### Wires at chosen ports, followed through buffers

Drawn at 3 px/µm.
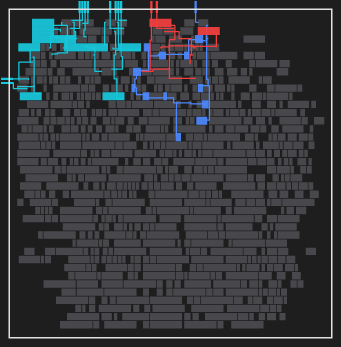
### Zoomed window

Region (70, 72) to (90, 92) µm. Cells in gray, sequential cells in the stronger gray; small squares are vias.
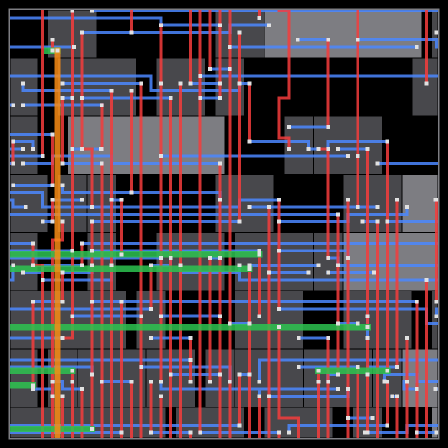
### Routed metal, one color a layer

Drawn at 4 px/µm. Two of the layers only.
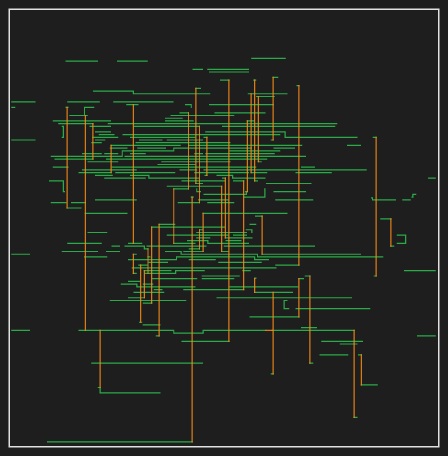
## src/rtl/edge_frame_sequencer_if.sv

```systemverilog
// Video-input / line-buffer-control bundle of the edge-detection frame sequencer.
// The EDGE_SEQ_STATS_EN build adds the frame statistics outputs.
interface edge_frame_sequencer_if #(
    parameter int ADDR_W = 10,
    parameter int ROW_W  = 9
);
    logic              I_PIX_VLD;
    logic              I_VSYNC;
    logic              I_HSYNC;
    logic              I_DE;
    logic              O_LB_WR_EN;
    logic [ADDR_W-1:0] O_LB_ADDR;
    logic              O_LB_ROT;
    logic              O_WIN_VLD;
    logic              O_BORDER;
    logic              O_VSYNC;
    logic              O_HSYNC;
    logic              O_DE;
    logic              O_FRAME_ERR;
    logic [1:0]        O_STATE;
`ifdef EDGE_SEQ_STATS_EN
    logic [15:0]       O_FRAME_CNT;
    logic [ADDR_W-1:0] O_MEAS_W;
    logic [ROW_W-1:0]  O_MEAS_H;

    modport master (
        output I_PIX_VLD, I_VSYNC, I_HSYNC, I_DE,
        input  O_LB_WR_EN, O_LB_ADDR, O_LB_ROT, O_WIN_VLD, O_BORDER,
        input  O_VSYNC, O_HSYNC, O_DE, O_FRAME_ERR, O_STATE,
        input  O_FRAME_CNT, O_MEAS_W, O_MEAS_H
    );
    modport slave (
        input  I_PIX_VLD, I_VSYNC, I_HSYNC, I_DE,
        output O_LB_WR_EN, O_LB_ADDR, O_LB_ROT, O_WIN_VLD, O_BORDER,
        output O_VSYNC, O_HSYNC, O_DE, O_FRAME_ERR, O_STATE,
        output O_FRAME_CNT, O_MEAS_W, O_MEAS_H
    );
`else
    modport master (
        output I_PIX_VLD, I_VSYNC, I_HSYNC, I_DE,
        input  O_LB_WR_EN, O_LB_ADDR, O_LB_ROT, O_WIN_VLD, O_BORDER,
        input  O_VSYNC, O_HSYNC, O_DE, O_FRAME_ERR, O_STATE
    );
    modport slave (
        input  I_PIX_VLD, I_VSYNC, I_HSYNC, I_DE,
        output O_LB_WR_EN, O_LB_ADDR, O_LB_ROT, O_WIN_VLD, O_BORDER,
        output O_VSYNC, O_HSYNC, O_DE, O_FRAME_ERR, O_STATE
    );
`endif
endinterface

```

## src/rtl/edge_frame_sequencer.sv

```systemverilog
// Frame/line sequencer for the Sobel datapath: pixel counters, line-buffer control, window/border
// flags and sync delay line. Optional frame statistics are enabled with `define EDGE_SEQ_STATS_EN.
module edge_frame_sequencer #(
    parameter int MAX_WIDTH  = 640,
    parameter int MAX_HEIGHT = 480,
    parameter int ADDR_W     = 10,
    parameter int ROW_W      = 9,
    parameter int PIPE_LAT   = 3
) (
    input logic                   I_CORE_CLK,
    input logic                   I_RST,
    edge_frame_sequencer_if.slave bus
);
    typedef enum logic [1:0] {
        WAIT_FRAME = 2'd0,
        VBLANK     = 2'd1,
        LINE       = 2'd2,
        HBLANK     = 2'd3
    } state_t;

    typedef struct packed {
        logic              vs;
        logic              hs;
        logic              de;
        logic [ROW_W-1:0]  row;
        logic [ADDR_W-1:0] col;
    } tap_t;

    localparam logic [ADDR_W-1:0] MAX_W_C    = ADDR_W'(MAX_WIDTH);
    localparam logic [ROW_W-1:0]  MAX_H_C    = ROW_W'(MAX_HEIGHT);
    localparam logic [ROW_W-1:0]  LAST_ROW_C = ROW_W'(MAX_HEIGHT - 1);
    localparam logic [ADDR_W-1:0] COL_TWO_C  = ADDR_W'(2);
    localparam logic [ROW_W-1:0]  ROW_TWO_C  = ROW_W'(2);

    state_t            state_q, state_d;
    logic [ADDR_W-1:0] col_q, col_d;
    logic [ROW_W-1:0]  row_q, row_d;
    logic [ADDR_W-1:0] ref_w_q, ref_w_d;
    logic              ref_vld_q, ref_vld_d;
    logic              err_q, err_d;
    logic              vsync_q;
    logic [ROW_W-1:0]  last_h_q;
    logic              wr_q, wr_d;
    logic [ADDR_W-1:0] addr_q, addr_d;
    logic              win_q, win_d;
    logic              rot_q, rot_d;
    logic [ROW_W-1:0]  pix_row;
    logic [ADDR_W-1:0] pix_col;
    logic              frame_end;
    tap_t              smp_q, smp_d;
    tap_t              dly_q [PIPE_LAT];
    tap_t              out_tap;

    logic strobe, vs_rise, col_ovf, row_ovf, width_bad, line_vs_err, err_now;

    assign strobe      = bus.I_PIX_VLD;
    assign vs_rise     = bus.I_VSYNC & ~vsync_q;
    assign col_ovf     = (state_q == LINE) && bus.I_DE && (col_q >= MAX_W_C);
    assign row_ovf     = (state_q == HBLANK) && bus.I_DE && !vs_rise && (row_q >= MAX_H_C);
    assign width_bad   = (state_q == LINE) && !bus.I_DE && ref_vld_q && (col_q != ref_w_q);
    assign line_vs_err = (state_q == LINE) && vs_rise;
    assign err_now     = strobe && (col_ovf || row_ovf || width_bad || line_vs_err);

    always_ff @(posedge I_CORE_CLK) begin
        if (I_RST) begin
            state_q <= WAIT_FRAME;
        end else begin
            state_q <= state_d;
        end
    end

    // Line/frame tracking; counters stop where the error fired, so they never wrap.
    always_comb begin
        state_d   = state_q;
        col_d     = col_q;
        row_d     = row_q;
        ref_w_d   = ref_w_q;
        ref_vld_d = ref_vld_q;
        err_d     = err_q;
        frame_end = 1'b0;
        if (strobe) begin
            if (err_now) begin
                state_d = WAIT_FRAME;
                err_d   = 1'b1;
            end else begin
                case (state_q)
                    WAIT_FRAME: begin
                        if (vs_rise) begin
                            state_d   = VBLANK;
                            row_d     = '0;
                            col_d     = '0;
                            ref_w_d   = '0;
                            ref_vld_d = 1'b0;
                        end
                    end
                    VBLANK: begin
                        if (bus.I_DE) begin
                            state_d = LINE;
                            row_d   = '0;
                            col_d   = ADDR_W'(1);
                        end
                    end
                    LINE: begin
                        if (bus.I_DE) begin
                            col_d = col_q + 1'b1;
                        end else begin
                            state_d = HBLANK;
                            row_d   = row_q + 1'b1;
                            if (!ref_vld_q) begin
                                ref_w_d   = col_q;
                                ref_vld_d = 1'b1;
                            end
                        end
                    end
                    HBLANK: begin
                        if (vs_rise) begin
                            state_d   = VBLANK;
                            frame_end = 1'b1;
                            row_d     = '0;
                            col_d     = '0;
                            ref_w_d   = '0;
                            ref_vld_d = 1'b0;
                        end else if (bus.I_DE) begin
                            state_d = LINE;
                            col_d   = ADDR_W'(1);
                        end
                    end
                endcase
            end
        end
    end

    // The first DE strobe of a line is written at column 0 while the FSM is still in a blank state.
    always_comb begin
        wr_d    = 1'b0;
        addr_d  = addr_q;
        win_d   = 1'b0;
        rot_d   = 1'b0;
        pix_row = (state_q == VBLANK) ? '0 : row_q;
        pix_col = (state_q == LINE) ? col_q : '0;
        if (strobe && !err_now) begin
            if (bus.I_DE && ((state_q == LINE) || (state_q == VBLANK) ||
                             ((state_q == HBLANK) && !vs_rise))) begin
                wr_d   = 1'b1;
                addr_d = pix_col;
                win_d  = (pix_row >= ROW_TWO_C) && (pix_col >= COL_TWO_C);
            end
            if ((state_q == LINE) && !bus.I_DE) begin
                rot_d = 1'b1;
            end
        end
    end

    assign smp_d = '{vs: bus.I_VSYNC, hs: bus.I_HSYNC, de: bus.I_DE, row: pix_row, col: pix_col};

    always_ff @(posedge I_CORE_CLK) begin
        if (I_RST) begin
            col_q     <= '0;
            row_q     <= '0;
            ref_w_q   <= '0;
            ref_vld_q <= 1'b0;
            err_q     <= 1'b0;
            vsync_q   <= 1'b0;
            last_h_q  <= '0;
            wr_q      <= 1'b0;
            addr_q    <= '0;
            win_q     <= 1'b0;
            rot_q     <= 1'b0;
            smp_q     <= '0;
            for (int i = 0; i < PIPE_LAT; i++) begin
                dly_q[i] <= '0;
            end
        end else begin
            col_q     <= col_d;
            row_q     <= row_d;
            ref_w_q   <= ref_w_d;
            ref_vld_q <= ref_vld_d;
            err_q     <= err_d;
            wr_q      <= wr_d;
            addr_q    <= addr_d;
            win_q     <= win_d;
            rot_q     <= rot_d;
            if (strobe) begin
                vsync_q  <= bus.I_VSYNC;
                smp_q    <= smp_d;
                dly_q[0] <= smp_q;
                for (int i = 1; i < PIPE_LAT; i++) begin
                    dly_q[i] <= dly_q[i-1];
                end
                if (frame_end) begin
                    last_h_q <= row_q;
                end
            end
        end
    end

    // The last row of the frame in flight is predicted from the previous frame's height.
    assign out_tap = dly_q[PIPE_LAT-1];

    assign bus.O_BORDER = out_tap.de &&
                          ((out_tap.row == '0) || (out_tap.col == '0) ||
                           (ref_vld_q && (out_tap.col == ref_w_q - 1'b1)) ||
                           (out_tap.row == LAST_ROW_C) ||
                           ((last_h_q != '0) && (out_tap.row == last_h_q - 1'b1)));

    assign bus.O_LB_WR_EN  = wr_q;
    assign bus.O_LB_ADDR   = addr_q;
    assign bus.O_LB_ROT    = rot_q;
    assign bus.O_WIN_VLD   = win_q;
    assign bus.O_VSYNC     = out_tap.vs;
    assign bus.O_HSYNC     = out_tap.hs;
    assign bus.O_DE        = out_tap.de;
    assign bus.O_FRAME_ERR = err_q;
    assign bus.O_STATE     = state_q;

`ifdef EDGE_SEQ_STATS_EN
    logic [15:0]       frame_cnt_q;
    logic [ADDR_W-1:0] meas_w_q;
    logic [ROW_W-1:0]  meas_h_q;

    always_ff @(posedge I_CORE_CLK) begin
        if (I_RST) begin
            frame_cnt_q <= '0;
            meas_w_q    <= '0;
            meas_h_q    <= '0;
        end else if (strobe && frame_end) begin
            frame_cnt_q <= frame_cnt_q + 16'd1;
            meas_w_q    <= ref_w_q;
            meas_h_q    <= row_q;
        end
    end

    assign bus.O_FRAME_CNT = frame_cnt_q;
    assign bus.O_MEAS_W    = meas_w_q;
    assign bus.O_MEAS_H    = meas_h_q;
`endif
endmodule
```

## src/flat_wrapper.sv

```systemverilog
// flat-port wrapper written by rule: the top's interface ports become plain ports
module edge_frame_sequencer_flat 
#(
    parameter int MAX_WIDTH  = 640,
    parameter int MAX_HEIGHT = 480,
    parameter int ADDR_W     = 10,
    parameter int ROW_W      = 9,
    parameter int PIPE_LAT   = 3
)
  (I_CORE_CLK, I_RST, bus_I_PIX_VLD, bus_I_VSYNC, bus_I_HSYNC, bus_I_DE, bus_O_LB_WR_EN, bus_O_LB_ADDR, bus_O_LB_ROT, bus_O_WIN_VLD, bus_O_BORDER, bus_O_VSYNC, bus_O_HSYNC, bus_O_DE, bus_O_FRAME_ERR, bus_O_STATE);
  edge_frame_sequencer_if #(.ADDR_W(ADDR_W), .ROW_W(ROW_W)) bus_i ();
  input logic I_CORE_CLK;
  input logic I_RST;
  input wire logic [$bits(bus_i.I_PIX_VLD)-1:0] bus_I_PIX_VLD;
  input wire logic [$bits(bus_i.I_VSYNC)-1:0] bus_I_VSYNC;
  input wire logic [$bits(bus_i.I_HSYNC)-1:0] bus_I_HSYNC;
  input wire logic [$bits(bus_i.I_DE)-1:0] bus_I_DE;
  output wire logic [$bits(bus_i.O_LB_WR_EN)-1:0] bus_O_LB_WR_EN;
  output wire logic [$bits(bus_i.O_LB_ADDR)-1:0] bus_O_LB_ADDR;
  output wire logic [$bits(bus_i.O_LB_ROT)-1:0] bus_O_LB_ROT;
  output wire logic [$bits(bus_i.O_WIN_VLD)-1:0] bus_O_WIN_VLD;
  output wire logic [$bits(bus_i.O_BORDER)-1:0] bus_O_BORDER;
  output wire logic [$bits(bus_i.O_VSYNC)-1:0] bus_O_VSYNC;
  output wire logic [$bits(bus_i.O_HSYNC)-1:0] bus_O_HSYNC;
  output wire logic [$bits(bus_i.O_DE)-1:0] bus_O_DE;
  output wire logic [$bits(bus_i.O_FRAME_ERR)-1:0] bus_O_FRAME_ERR;
  output wire logic [$bits(bus_i.O_STATE)-1:0] bus_O_STATE;
  assign bus_i.I_PIX_VLD = bus_I_PIX_VLD;
  assign bus_i.I_VSYNC = bus_I_VSYNC;
  assign bus_i.I_HSYNC = bus_I_HSYNC;
  assign bus_i.I_DE = bus_I_DE;
  assign bus_O_LB_WR_EN = bus_i.O_LB_WR_EN;
  assign bus_O_LB_ADDR = bus_i.O_LB_ADDR;
  assign bus_O_LB_ROT = bus_i.O_LB_ROT;
  assign bus_O_WIN_VLD = bus_i.O_WIN_VLD;
  assign bus_O_BORDER = bus_i.O_BORDER;
  assign bus_O_VSYNC = bus_i.O_VSYNC;
  assign bus_O_HSYNC = bus_i.O_HSYNC;
  assign bus_O_DE = bus_i.O_DE;
  assign bus_O_FRAME_ERR = bus_i.O_FRAME_ERR;
  assign bus_O_STATE = bus_i.O_STATE;
  edge_frame_sequencer #(.MAX_WIDTH(MAX_WIDTH), .MAX_HEIGHT(MAX_HEIGHT), .ADDR_W(ADDR_W), .ROW_W(ROW_W), .PIPE_LAT(PIPE_LAT)) u_core (.I_CORE_CLK(I_CORE_CLK), .I_RST(I_RST), .bus(bus_i));
endmodule
```

## config.mk

```make
export PLATFORM = sky130hd
export DESIGN_NAME = edge_frame_sequencer_flat
export DESIGN_NICKNAME = d
export VERILOG_FILES = /design/src/rtl/edge_frame_sequencer_if.sv /design/src/rtl/edge_frame_sequencer.sv /design/src/flat_wrapper.sv
export SDC_FILE = /design/constraint.sdc
export NUM_CORES = 1
export LEC_CHECK = 0
export ABC_CLOCK_PERIOD_IN_PS = 4300
export CORE_AREA = 2 2 105 107
export DETAILED_ROUTE_END_ITERATION = 10
export DIE_AREA = 0 0 107 109
export GPL_TIMING_DRIVEN = 0
export PLACE_DENSITY = 0.92
export SYNTH_ARGS = -nofsm -noshare
export SYNTH_HDL_FRONTEND = slang
export SYNTH_SLANG_ARGS = --single-unit
```

## constraint.sdc

```tcl
create_clock -name I_CORE_CLK -period 4.3 [get_ports I_CORE_CLK]
set_input_delay 0.86 -clock I_CORE_CLK [delete_from_list [all_inputs] [get_ports I_CORE_CLK]]
set_output_delay 0.86 -clock I_CORE_CLK [all_outputs]
set_load 0.01 [all_outputs]
```

==> qor.txt <==
status: finished clean
cell count after placement: 856
Seq area share: 44.81%
placed inst area: 7271 µm²
biggest regs: u_core.dly_q (66), u_core.smp_q (22)
Floorplan Nets: 710
Final Cell Area: 7863 µm²
reg-to-reg slack, setup: 0.99 ns
maximum vdd drop: 0.0003251 V
sequential cell power: 1.49 mW
depth of the worst hold-timing path: 2
met1 usage: 40.40%
Worst Hold Path EP: u_core.smp_q[17]
simple share: 22.57%
residual DRC count: 0
ant diodes: 0
synth cell count leaders: dfxtp_1, and2_1, edfxtp_1
router iterations before antenna repair: 5
CTS tree: built
Tool Warnings: 36
core area: 10600 µm²
Switching Fraction: 24.06%
Power Clock: 1.41 mW
PnR worst setup slack: 0.2347 ns
Flop area: 3523 µm²
biggest area cells: edfxtp_1, dfxtp_1, and2_1
period utilization: 94.54%
Post-Syn Area: 6845 µm²
Hold Path Class: reg -> reg
Plain + repair buffers: 75
row count: 38
Critical Path Max Stage Delay: 0.56 ns
final core occ: 74.16%
Compound Share, Synth: 11.26%
Final TNS setup: 0 ns
Least-Margin Pin Slew: 0.9086 ns
Iter 0 DRT Violations: 766
combinational power: 0.245 mW
HPWL after detailed placement: 12.25 mm
Post-synth EDFFs: 66
CP max FO: 7
#MultiIn Comb: 470
Tapcells: 140
chip width: 107 µm
Post-Synthesis Cells: 691
gr busiest metal: met2
Top cells excl fill/tap: dfxtp_1, and2_1, edfxtp_1
max reg flops: 66
leading area contributor after synthesis: edfxtp_1
RD Place Congestion: 0.9649
critical path's top delay family: buffers and inverters
end of the critical path: bus_O_BORDER
post-synthesis chip area from yosys: 6845 µm²
Largest logic family: simple AND/OR/NAND/NOR gates
RSZ-0062 raised after global routing: no
Biggest register: u_core.dly_q
clock network area share: 7.257%
clk buf depth: 2
Adder Share, Synth: 2.376%
Remaining Overflow, GRT: 0
R2R Path End: u_core.row_q[0]
number of clock sinks: 143
post-layout min period: 4.065 ns
Dominant Register Cell: dfxtp_1
Area growth syn-to-layout: 14.86%
drt via density: 6.443
H-tree levels: 4
CTS Root Cell: clkbuf_8
leading power group: registers
total power: 3.145 mW
Setup crit end kind: output pin
Yosys reg bits: 143
switching power: 0.7566 mW
crit path launch: u_core.ref_w_q[0]
die area: 11660 µm²
sum of buffers and inverters on the critical path: 3
Arr. time, crit path: 3.21 ns
yosys warns: 0
critical path depth: 10
ys cells: 691
Final Hold Viols: 0
Setup CP Type: reg -> out
Int Power: 2.389 mW
library cells used by synthesis: 58
Seq share, synth: 51.47%
nets@finish: 754
cell breakdown of the critical path: buf_2, inv_1, ha_2, nand2b_1, nor4_2, xnor2_1, or4_1, a2111o_1, o211ai_1, clkdlybuf4s50_1
Back to the opening pictures, 'Wires at chosen ports, followed through buffers':
[cyan] bus_O_LB_ADDR | bits: 10 | direction: output | edge: 8 top, 2 left | end cells: 10 | buffers: 10 | wire: 252 µm
[red] bus_O_STATE | bits: 2 | direction: output | edge: top | end cells: 2 | buffers: 2 | wire: 119 µm
[blue] bus_I_DE | bits: 1 | direction: input | edge: top | end cells: 12 | buffers: 2 | wire: 128 µm
Buffers on Ports: 25
I/O Pins: 26

Back to the opening pictures, 'Zoomed window':
[green] M3
[red] M2
[blue] M1
[orange] M4
most frequent: xor2_1 (7), nor2_1 (7), dfxtp_1 (3)
cells with their middle in the window: 35
sequential cells in the window: 3
netlist names of flops here include: u_core.ref_w_q (2), u_core.ref_vld_q (1)

Back to the opening pictures, 'Routed metal, one color a layer':
[green] M3 | wire length: 1950 µm
[orange] M4 | wire length: 783 µm
Total GRT Usage: 32.86%
total number of vias: 5721
DRT Wirelength: 18.13 mm
drt wl/cell: 20.42 µm

Power and IR drop assume default switching activity.
